--- src/rtl/mem_bus_pkg.sv ---
// Shared types and defaults for the memory-bus slave.
// Imported by the slave top and its storage array.
package mem_bus_pkg;

  localparam int ADDR_W_DEF = 6;
  localparam int DATA_W_DEF = 8;
  localparam int DEPTH_DEF  = 48;

  localparam logic [7:0] CNT_MAX = 8'd255;

  typedef enum logic [1:0] {
    IDLE     = 2'd0,
    WR_BURST = 2'd1,
    RD_BURST = 2'd2
  } state_e;

endpackage

--- src/rtl/mem_bus_array.sv ---
// DEPTH x DATA_W flop storage, async clear,
// one write port, one combinational read port.
module mem_bus_array import mem_bus_pkg::*; #(
  parameter int ADDR_W = ADDR_W_DEF,
  parameter int DATA_W = DATA_W_DEF,
  parameter int DEPTH  = DEPTH_DEF
) (
  input  logic              clk,
  input  logic              rst_n,
  input  logic              we,
  input  logic [ADDR_W-1:0] waddr,
  input  logic [DATA_W-1:0] wdata,
  input  logic [ADDR_W-1:0] raddr,
  output logic [DATA_W-1:0] rdata
);

  localparam logic [ADDR_W:0] LIM = (ADDR_W+1)'(DEPTH);

  logic [DATA_W-1:0] mem [DEPTH];
  logic              rok;

  always_ff @(posedge clk or negedge rst_n) begin
    if (!rst_n) begin
      for (int i = 0; i < DEPTH; i++)
        mem[i] <= '0;
    end else if (we) begin
      mem[waddr] <= wdata;
    end
  end

  // Unimplemented rows read as zero; the top masks them anyway.
  assign rok   = {1'b0, raddr} < LIM;
  assign rdata = rok ? mem[raddr] : '0;

endmodule

--- src/rtl/mem_bus_slave.sv ---
// Single-cycle memory-bus slave: FSM, range check,
// registered read data and saturating access counters.
module mem_bus_slave import mem_bus_pkg::*; #(
  parameter int ADDR_W = ADDR_W_DEF,
  parameter int DATA_W = DATA_W_DEF,
  parameter int DEPTH  = DEPTH_DEF
) (
  input  logic              clk,
  input  logic              rst_n,
  input  logic              en,
  input  logic              wr,
  input  logic [ADDR_W-1:0] addr,
  input  logic [DATA_W-1:0] wdata,
  output logic [DATA_W-1:0] rdata,
  output logic              rvalid,
  output logic              err,
  output logic [1:0]        state,
  output logic [7:0]        wr_cnt,
  output logic [7:0]        rd_cnt
);

  localparam logic [ADDR_W:0] LIM = (ADDR_W+1)'(DEPTH);

  state_e            cur;
  state_e            nxt;
  logic              in_rng;
  logic              wr_go;
  logic              rd_go;
  logic              rd_ok;
  logic              oor;
  logic [DATA_W-1:0] mem_q;

  assign in_rng = {1'b0, addr} < LIM;

  always_ff @(posedge clk or negedge rst_n) begin
    if (!rst_n) cur <= IDLE;
    else        cur <= nxt;
  end

  always_comb begin
    nxt = IDLE;
    unique case (1'b1)
      !en:      nxt = IDLE;
      en && wr: nxt = WR_BURST;
      default:  nxt = RD_BURST;
    endcase
  end

  always_comb begin
    wr_go = en & wr & in_rng;
    rd_go = en & ~wr;
    rd_ok = rd_go & in_rng;
    oor   = en & ~in_rng;
    state = cur;
  end

  mem_bus_array #(
    .ADDR_W (ADDR_W),
    .DATA_W (DATA_W),
    .DEPTH  (DEPTH)
  ) u_array (
    .clk   (clk),
    .rst_n (rst_n),
    .we    (wr_go),
    .waddr (addr),
    .wdata (wdata),
    .raddr (addr),
    .rdata (mem_q)
  );

  // Out-of-range reads still complete, returning all-ones.
  always_ff @(posedge clk or negedge rst_n) begin
    if (!rst_n) begin
      rdata  <= '0;
      rvalid <= 1'b0;
      err    <= 1'b0;
    end else begin
      rvalid <= rd_go;
      err    <= oor;
      if (rd_go) rdata <= in_rng ? mem_q : '1;
    end
  end

  always_ff @(posedge clk or negedge rst_n) begin
    if (!rst_n) begin
      wr_cnt <= '0;
      rd_cnt <= '0;
    end else begin
      if (wr_go && wr_cnt != CNT_MAX)
        wr_cnt <= wr_cnt + 8'd1;
      if (rd_ok && rd_cnt != CNT_MAX)
        rd_cnt <= rd_cnt + 8'd1;
    end
  end

endmodule
--- config.mk ---
export PLATFORM = sky130hd
export DESIGN_NAME = mem_bus_slave
export DESIGN_NICKNAME = d
export VERILOG_FILES = /design/src/rtl/mem_bus_pkg.sv /design/src/rtl/mem_bus_array.sv /design/src/rtl/mem_bus_slave.sv
export SDC_FILE = /design/constraint.sdc
export NUM_CORES = 1
export LEC_CHECK = 0
export CAP_MARGIN = 30
export CORE_MARGIN = 8
export CORE_UTILIZATION = 64
export CTS_CLUSTER_SIZE = 10
export DETAILED_ROUTE_END_ITERATION = 10
export PLACE_DENSITY = 0.82
export SYNTH_ARGS = -nofsm -noshare
export SYNTH_HDL_FRONTEND = slang
export SYNTH_SLANG_ARGS = --single-unit
--- constraint.sdc ---
create_clock -name clk -period 4.7 [get_ports clk]
set_input_delay 1.41 -clock clk [delete_from_list [all_inputs] [get_ports clk]]
set_output_delay 1.41 -clock clk [all_outputs]
set_load 0.005 [all_outputs]
==> run_1/flops_by_reg.png <==
Other sequential cells in the stronger gray, the rest of the logic in the fainter gray.
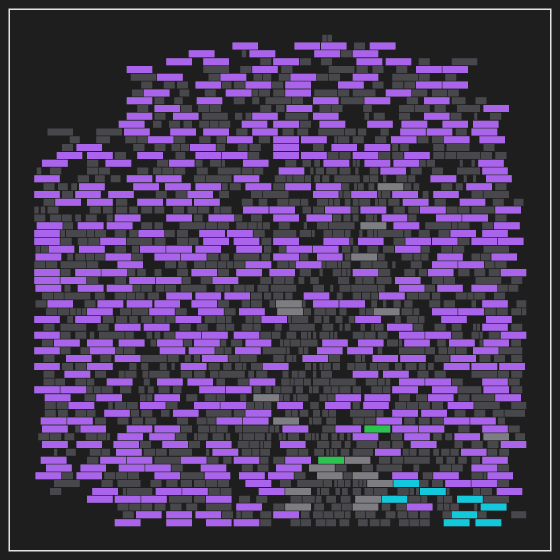
`rd_cnt`: marked cyan, placed flops 8, where bottom right. `u_array.mem`: marked purple, placed flops 384, where all over the die. `state`: marked green, placed flops 2.

==> run_1/congestion.png <==
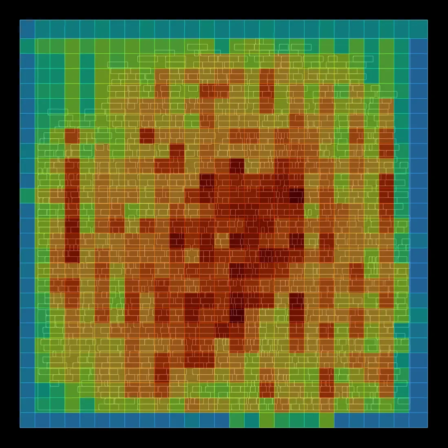
Total Routing Usage GR: 28.4%
Most Crowded Layer GR: met2
Post-Route Utilization: 71.2%
global routing met3 resource utilization: 6.26%

==> run_1/placement_by_type.png <==
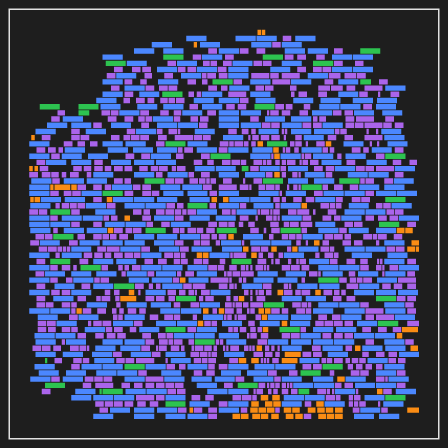
flops: marked blue, cells 412. other buffers and delay cells: marked orange, cells 88. combinational and other logic: marked purple, cells 847. clock drivers and dummy loads: marked green, cells 53.
row cnt: 63
sequential fraction of total cell area: 49.3%
Core Footprint: 29400 sq um
post-route design area: 20900 sq um

==> out/results.txt, run 1 <==
Highest Clock Rate: 277 MHz
register bit total from synthesis: 412
average size of a mapped cell: 14.0 sq um
NetSw: 0.00201 W
root buffer cell: sky130_fd_sc_hd__clkbuf_16
slew at the pin closest to its max-slew limit: 1.06 ns
residual overflow from global routing: 0
endpoints failing setup: 0
Place WS: 0.647 ns
portion of total power attributed to sequential cells: 49.9%
non-clock buffer total of the final layout: 88
Worst EP arrival: 4.02 ns
final hold viol count: 0
Max-area cell class: flip-flops and latches
sequential cell count: 412
growth of design area from synthesis to finish: 10.5%
final non-filler cell total: 1790
Tool Warnings: 28
number of remaining DRC errors: 0
PwrDens: 389 nW/um^2
Clk pin slew, worst setup/hold paths: 0.05 ns
WHS: 0.489 ns
Sink Count: 412
capture point of the worst reg-to-reg path: rdata[0]$_DFFE_PN0N_
CTS Buf Count: 47
DP Cell Count: 1737
list of cells traversed by the critical path: clkdlybuf4s50_1, nand2_1, nand3_2, nor2_1, nand2_2, mux2_2
Commonest flop: sky130_fd_sc_hd__dfrtp_1
outcome: finished, final reports clean
CTS tree: built
combinational group power: 0.000951 W
Hold WC Path Type: register to register
tap cells: 390
total inserted antenna cells: 0
number of post-CTS setup repair buffers: 0
maximum number of pins on one net before global-route repair: 119
buffer and inverter count on the worst path: 1
dominant cell type by area after synthesis: sky130_fd_sc_hd__dfrtp_1
proportion of layout cells with a drive suffix above 1: 42.1%
Non-clk invs: 4
highest cell delay on the worst timing path: 0.70 ns
CTS Hold Bufs: 0
Clk power: 0.00312 W
critical path data required time: 5.11 ns
post-place instance area: 19700 sq um
worst setup path endpoint: u_array.mem[337]$_DFFE_PN0P_
kind of launch point of the worst setup path: input port
Internal Pwr Total: 0.00612 W
crit end category: register
first element of the critical path: addr[5]
Layout fillers: 1942
detailed-router iteration count before antenna repair: 5
Clock buf/inv share: 5.90%
insertion delay of the later-clocked pin in the worst-skew pair: 0.55 ns
share of synthesized area occupied by flip-flops and latches: 54.5%
Storage cell area: 10300 sq um
final setup TNS: 0 ns
post_cts resized: 0
CLK BUF: 52
Initial DRC Count: 1325
number of cells in Yosys stat: 1357
switching fraction of total power: 24.7%
post-layout period usage: 76.8%
Vert. Die Dim: 188 um
fraction of synthesized cell area taken by the top area cell type: 54.5%
horizontal die size: 188 um
largest delay contributor family on the critical path: simple AND/OR/NAND/NOR gates
CTS H-tree lvls: 2
Leading power group: registers
number of distinct library cells after synthesis: 64
Comb area share: 38.7%
==> run 1: synth_stat cells (8+ instances only) <==
cell type,count
sky130_fd_sc_hd__nand2_1,50
sky130_fd_sc_hd__buf_2,34
sky130_fd_sc_hd__mux2_2,399
sky130_fd_sc_hd__o21ai_0,9
sky130_fd_sc_hd__a22oi_1,25
sky130_fd_sc_hd__dfrtp_1,412
sky130_fd_sc_hd__o22ai_1,20
sky130_fd_sc_hd__nor2_1,23
sky130_fd_sc_hd__clkbuf_1,47
sky130_fd_sc_hd__buf_6,10
sky130_fd_sc_hd__a221o_1,11
sky130_fd_sc_hd__xnor2_1,8
sky130_fd_sc_hd__mux2i_1,39
sky130_fd_sc_hd__nor2_2,18
sky130_fd_sc_hd__mux4_2,19
sky130_fd_sc_hd__nand2_2,18
sky130_fd_sc_hd__nand4_1,8
sky130_fd_sc_hd__a221oi_1,68
==> run 1: registers in the layout, summed over array words and instances (netlist names) <==
name,flops
err,1
rd_cnt,8
rdata,8
rvalid,1
state,2
u_array.mem,384
wr_cnt,8
==> run 1: per-layer routing <==
| metal | wire length [um] | track usage, % | part of all wire, % | vias up |
|---|---|---|---|---|
| met2 | 23500 | 44.0 | 47 | 663 |
| met1 | 20000 | 38.5 | 40 | 6603 |
| met3 | 4680 | 6.26 | 9.3 | 151 |
| met5 | 0 | 0 | 0 | - |
| li1 | - | - | - | 5134 |
| met4 | 2010 | 11.7 | 4.0 | 0 |
==> run 1: kinds of logic (layout without fill, tap and decap cells) <==
logic type	after synthesis	count (layout)	synth area share (%)
AND/OR/NAND/NOR	171	171	5.19
multiplexers	465	465	28.6
AND-OR/OR-AND	191	191	8.14
flip-flops	412	412	54.5
buffers and inverters	102	145	2.81
XOR/XNOR	14	14	0.648
adder cells (fa/ha/maj)	2	2	0.132
==> run_1/cell_density.png <==
The die is cut into 19 by 19 equal tiles; black is low, pale yellow is high, 0 to 100% covered.
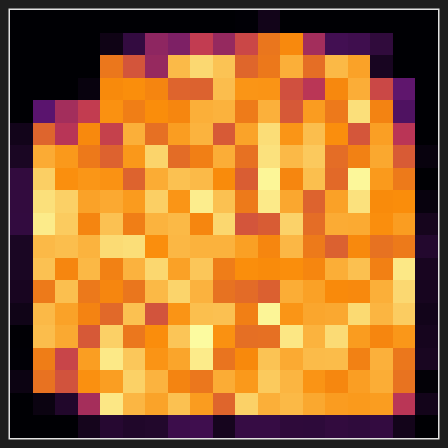

==> run 2, diff against run 1 <==
--- a/config.mk
+++ b/config.mk
@@ -7,10 +7,10 @@
 export LEC_CHECK = 0
 export CAP_MARGIN = 30
 export CORE_MARGIN = 8
-export CORE_UTILIZATION = 64
+export CORE_UTILIZATION = 56
 export CTS_CLUSTER_SIZE = 10
 export DETAILED_ROUTE_END_ITERATION = 10
-export PLACE_DENSITY = 0.82
+export PLACE_DENSITY = 0.76
 export SYNTH_ARGS = -nofsm -noshare
 export SYNTH_HDL_FRONTEND = slang
 export SYNTH_SLANG_ARGS = --single-unit
==> constraint.sdc (replaced) <==
create_clock -name clk -period 3 [get_ports clk]
set_input_delay 0.9 -clock clk [delete_from_list [all_inputs] [get_ports clk]]
set_output_delay 0.9 -clock clk [all_outputs]
set_load 0.005 [all_outputs]
==> run_2/cell_density.png <==
The die is cut into 20 by 20 equal tiles; black is low, pale yellow is high, 0 to 100% covered.
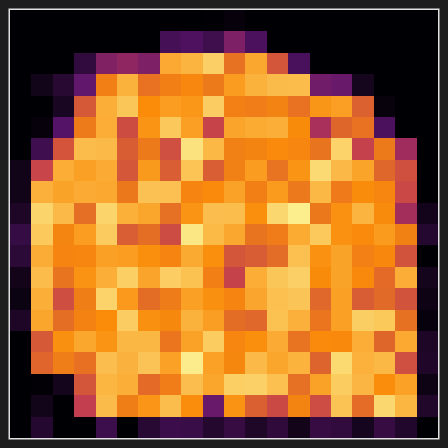
18% of the tiles are nearly empty. 39% of the tiles are over 75% full. The mean over all tiles is 53%. The emptiest ninth of the die: top right. The densest ninth of the die: middle.
core utilization before placement: 56.6%
Post-Route Utilization: 65.4%

==> run 2 against run 1 <==
Against the previous run:
- combinational power grew 66%
- synthesized cell count is the same
- cell count grew 7.9%
- clock skew shrank 0.0019 ns
- critical path depth is the same
- worst setup slack lost 0.64 ns
- critical path type unchanged
- largest power group unchanged
- total power grew 58%
- via count is the same
- design area grew 4.6%
- largest cell class unchanged
- utilization shrank 5.7 points
- sequential power grew 56%
- clock power grew 57%
==> out/results.txt, run 2 <==
most frequent cells after synthesis: 412 x sky130_fd_sc_hd__dfrtp_1, 399 x sky130_fd_sc_hd__mux2_2, 68 x sky130_fd_sc_hd__a221oi_1 (unchanged)
post-place instance area: 20600 sq um (was 19700 sq um)
WHS: 0.260 ns (was 0.489 ns)
CTS H-tree lvls: 2 (unchanged)
Max-area cell class: flip-flops and latches (unchanged)
largest reg by FF count: u_array.mem (unchanged)
post_cts resized: 0 (unchanged)
list of cells traversed by the critical path: clkdlybuf4s50_1, nor2_1, and2_1, nand2_2, nor2_2, mux2_2 (was clkdlybuf4s50_1, nand2_1, nand3_2, nor2_1, nand2_2, mux2_2)
Total Routing Usage GR: 25.9% (was 28.4%)
CTS Hold Bufs: 0 (unchanged)
PwrDens: 586 nW/um^2 (was 389 nW/um^2)
kind of launch point of the worst setup path: input port (unchanged)
register bit total from synthesis: 412 (unchanged)
share of synthesized area occupied by flip-flops and latches: 54.5% (unchanged)
switching fraction of total power: 24.7% (about the same)
Comb area share: 37.0% (was 38.7%)
AO/OA Area Share: 8.14% (unchanged)
post-layout period usage: 84.8%
total inserted antenna cells: 0 (unchanged)
Highest Clock Rate: 393 MHz
endpoints failing setup: 0 (unchanged)
CLK BUF: 53 (was 52)
adder-cell area share of the yosys netlist: 0.132% (unchanged)
number of distinct library cells after synthesis: 64 (unchanged)
metal2 WL: 24100 um (was 23500 um)
highest routed layer: met4 (unchanged)
highest cell delay on the worst timing path: 0.56 ns (was 0.70 ns)
portion of total power attributed to sequential cells: 49.5% (was 49.9%)
maximum number of pins on one net before global-route repair: 78 (was 119)
number of cells in Yosys stat: 1357 (unchanged)
XOR/XNOR Area Share: 0.648% (unchanged)
Worst EP arrival: 2.97 ns (was 4.02 ns)
residual overflow from global routing: 0 (unchanged)
crit end category: register (unchanged)
Vert. Die Dim: 200 um (was 188 um)
final non-filler cell total: 1931 (was 1790)
Storage cell area: 10300 sq um (unchanged)
largest combinational cell category by area: multiplexers (unchanged)
detailed-router iteration count before antenna repair: 7 (was 5)
NetSw: 0.00316 W (was 0.00201 W)
outcome: finished, final reports clean (unchanged)
average size of a mapped cell: 14.0 sq um (unchanged)
Commonest flop: sky130_fd_sc_hd__dfrtp_1 (unchanged)
final hold viol count: 0 (unchanged)
Internal Pwr Total: 0.00966 W (was 0.00612 W)
Clk pin slew, worst setup/hold paths: 0.05 ns (about the same)
slew at the pin closest to its max-slew limit: 0.941 ns (was 1.06 ns)
final setup TNS: 0 ns (unchanged)
tap cells: 448 (was 390)
top cell type by instance count after synthesis: sky130_fd_sc_hd__dfrtp_1 (unchanged)
Tool Warnings: 26 (was 28)
Initial DRC Count: 1258 (was 1325)
Non-clk invs: 4 (unchanged)
CTS Buf Count: 47 (unchanged)
horizontal die size: 200 um (was 188 um)
Layout fillers: 2405 (was 1942)
==> run_2/placement_by_type.png <==
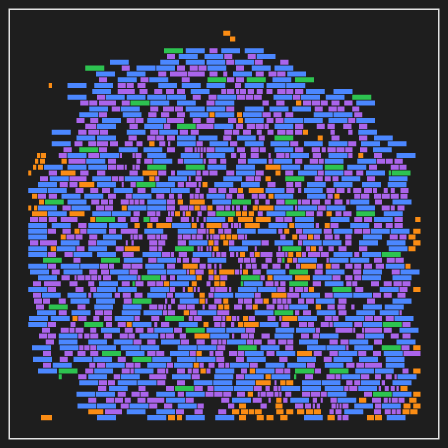
combinational and other logic: marked purple, cells 847. flops: marked blue, cells 412. clock drivers and dummy loads: marked green, cells 56. other buffers and delay cells: marked orange, cells 168.
post-route design area: 21900 sq um
Core Footprint: 33400 sq um
row cnt: 67
sequential fraction of total cell area: 47.1%

## run 2: cell types whose count changed in the layout (fill, tap and decap cells not counted)
cell,previous run,this run
sky130_fd_sc_hd__clkinv_8,0,1
sky130_fd_sc_hd__buf_2,10,7
sky130_fd_sc_hd__clkinv_2,0,1
sky130_fd_sc_hd__clkdlybuf4s50_1,33,35
sky130_fd_sc_hd__buf_12,5,26
sky130_fd_sc_hd__clkbuf_1,2,5
sky130_fd_sc_hd__clkbuf_8,3,0
sky130_fd_sc_hd__buf_4,39,99
sky130_fd_sc_hd__clkbuf_16,47,48
## run 2: power groups by stage
stage | clock network [W] | registers (W) | logic, W
finish | 0.00490 | 0.00635 | 0.00158
floorplan | 0 | 0.00634 | 0.000888
CTS | 0.00498 | 0.00633 | 0.00159
detailed placement | 0 | 0.00642 | 0.00157
global placement | 0 | 0.00640 | 0.00153
global route | 0.00521 | 0.00640 | 0.00170
## run 2: layer usage
metal,track usage (%),vias up
met5,0,-
met4,8.39,0
met3,5.10,114
met2,41.7,470
met1,35.1,6639
li1,-,5328
## run 2: worst max path at each step
stage	start	end	slack (ns)	cells past startpoint
after CTS	addr[3]	u_array.mem[125]$_DFFE_PN0P_	0.51	6
after global routing	addr[3]	u_array.mem[125]$_DFFE_PN0P_	0.36	6
final	addr[3]	u_array.mem[125]$_DFFE_PN0P_	0.46	6
after detailed placement	addr[3]	u_array.mem[127]$_DFFE_PN0P_	-0.07	6
after floorplan	addr[2]	rdata[0]$_DFFE_PN0N_	0.60	7
after global placement	addr[3]	u_array.mem[125]$_DFFE_PN0P_	-0.05	6
## run 2: worst max-delay path: cells and delay by family
family	cells	cell delay, ns
mux	1	0.40
buf+inv	1	0.56
simple gates	4	1.11
Power and IR drop assume default switching activity.
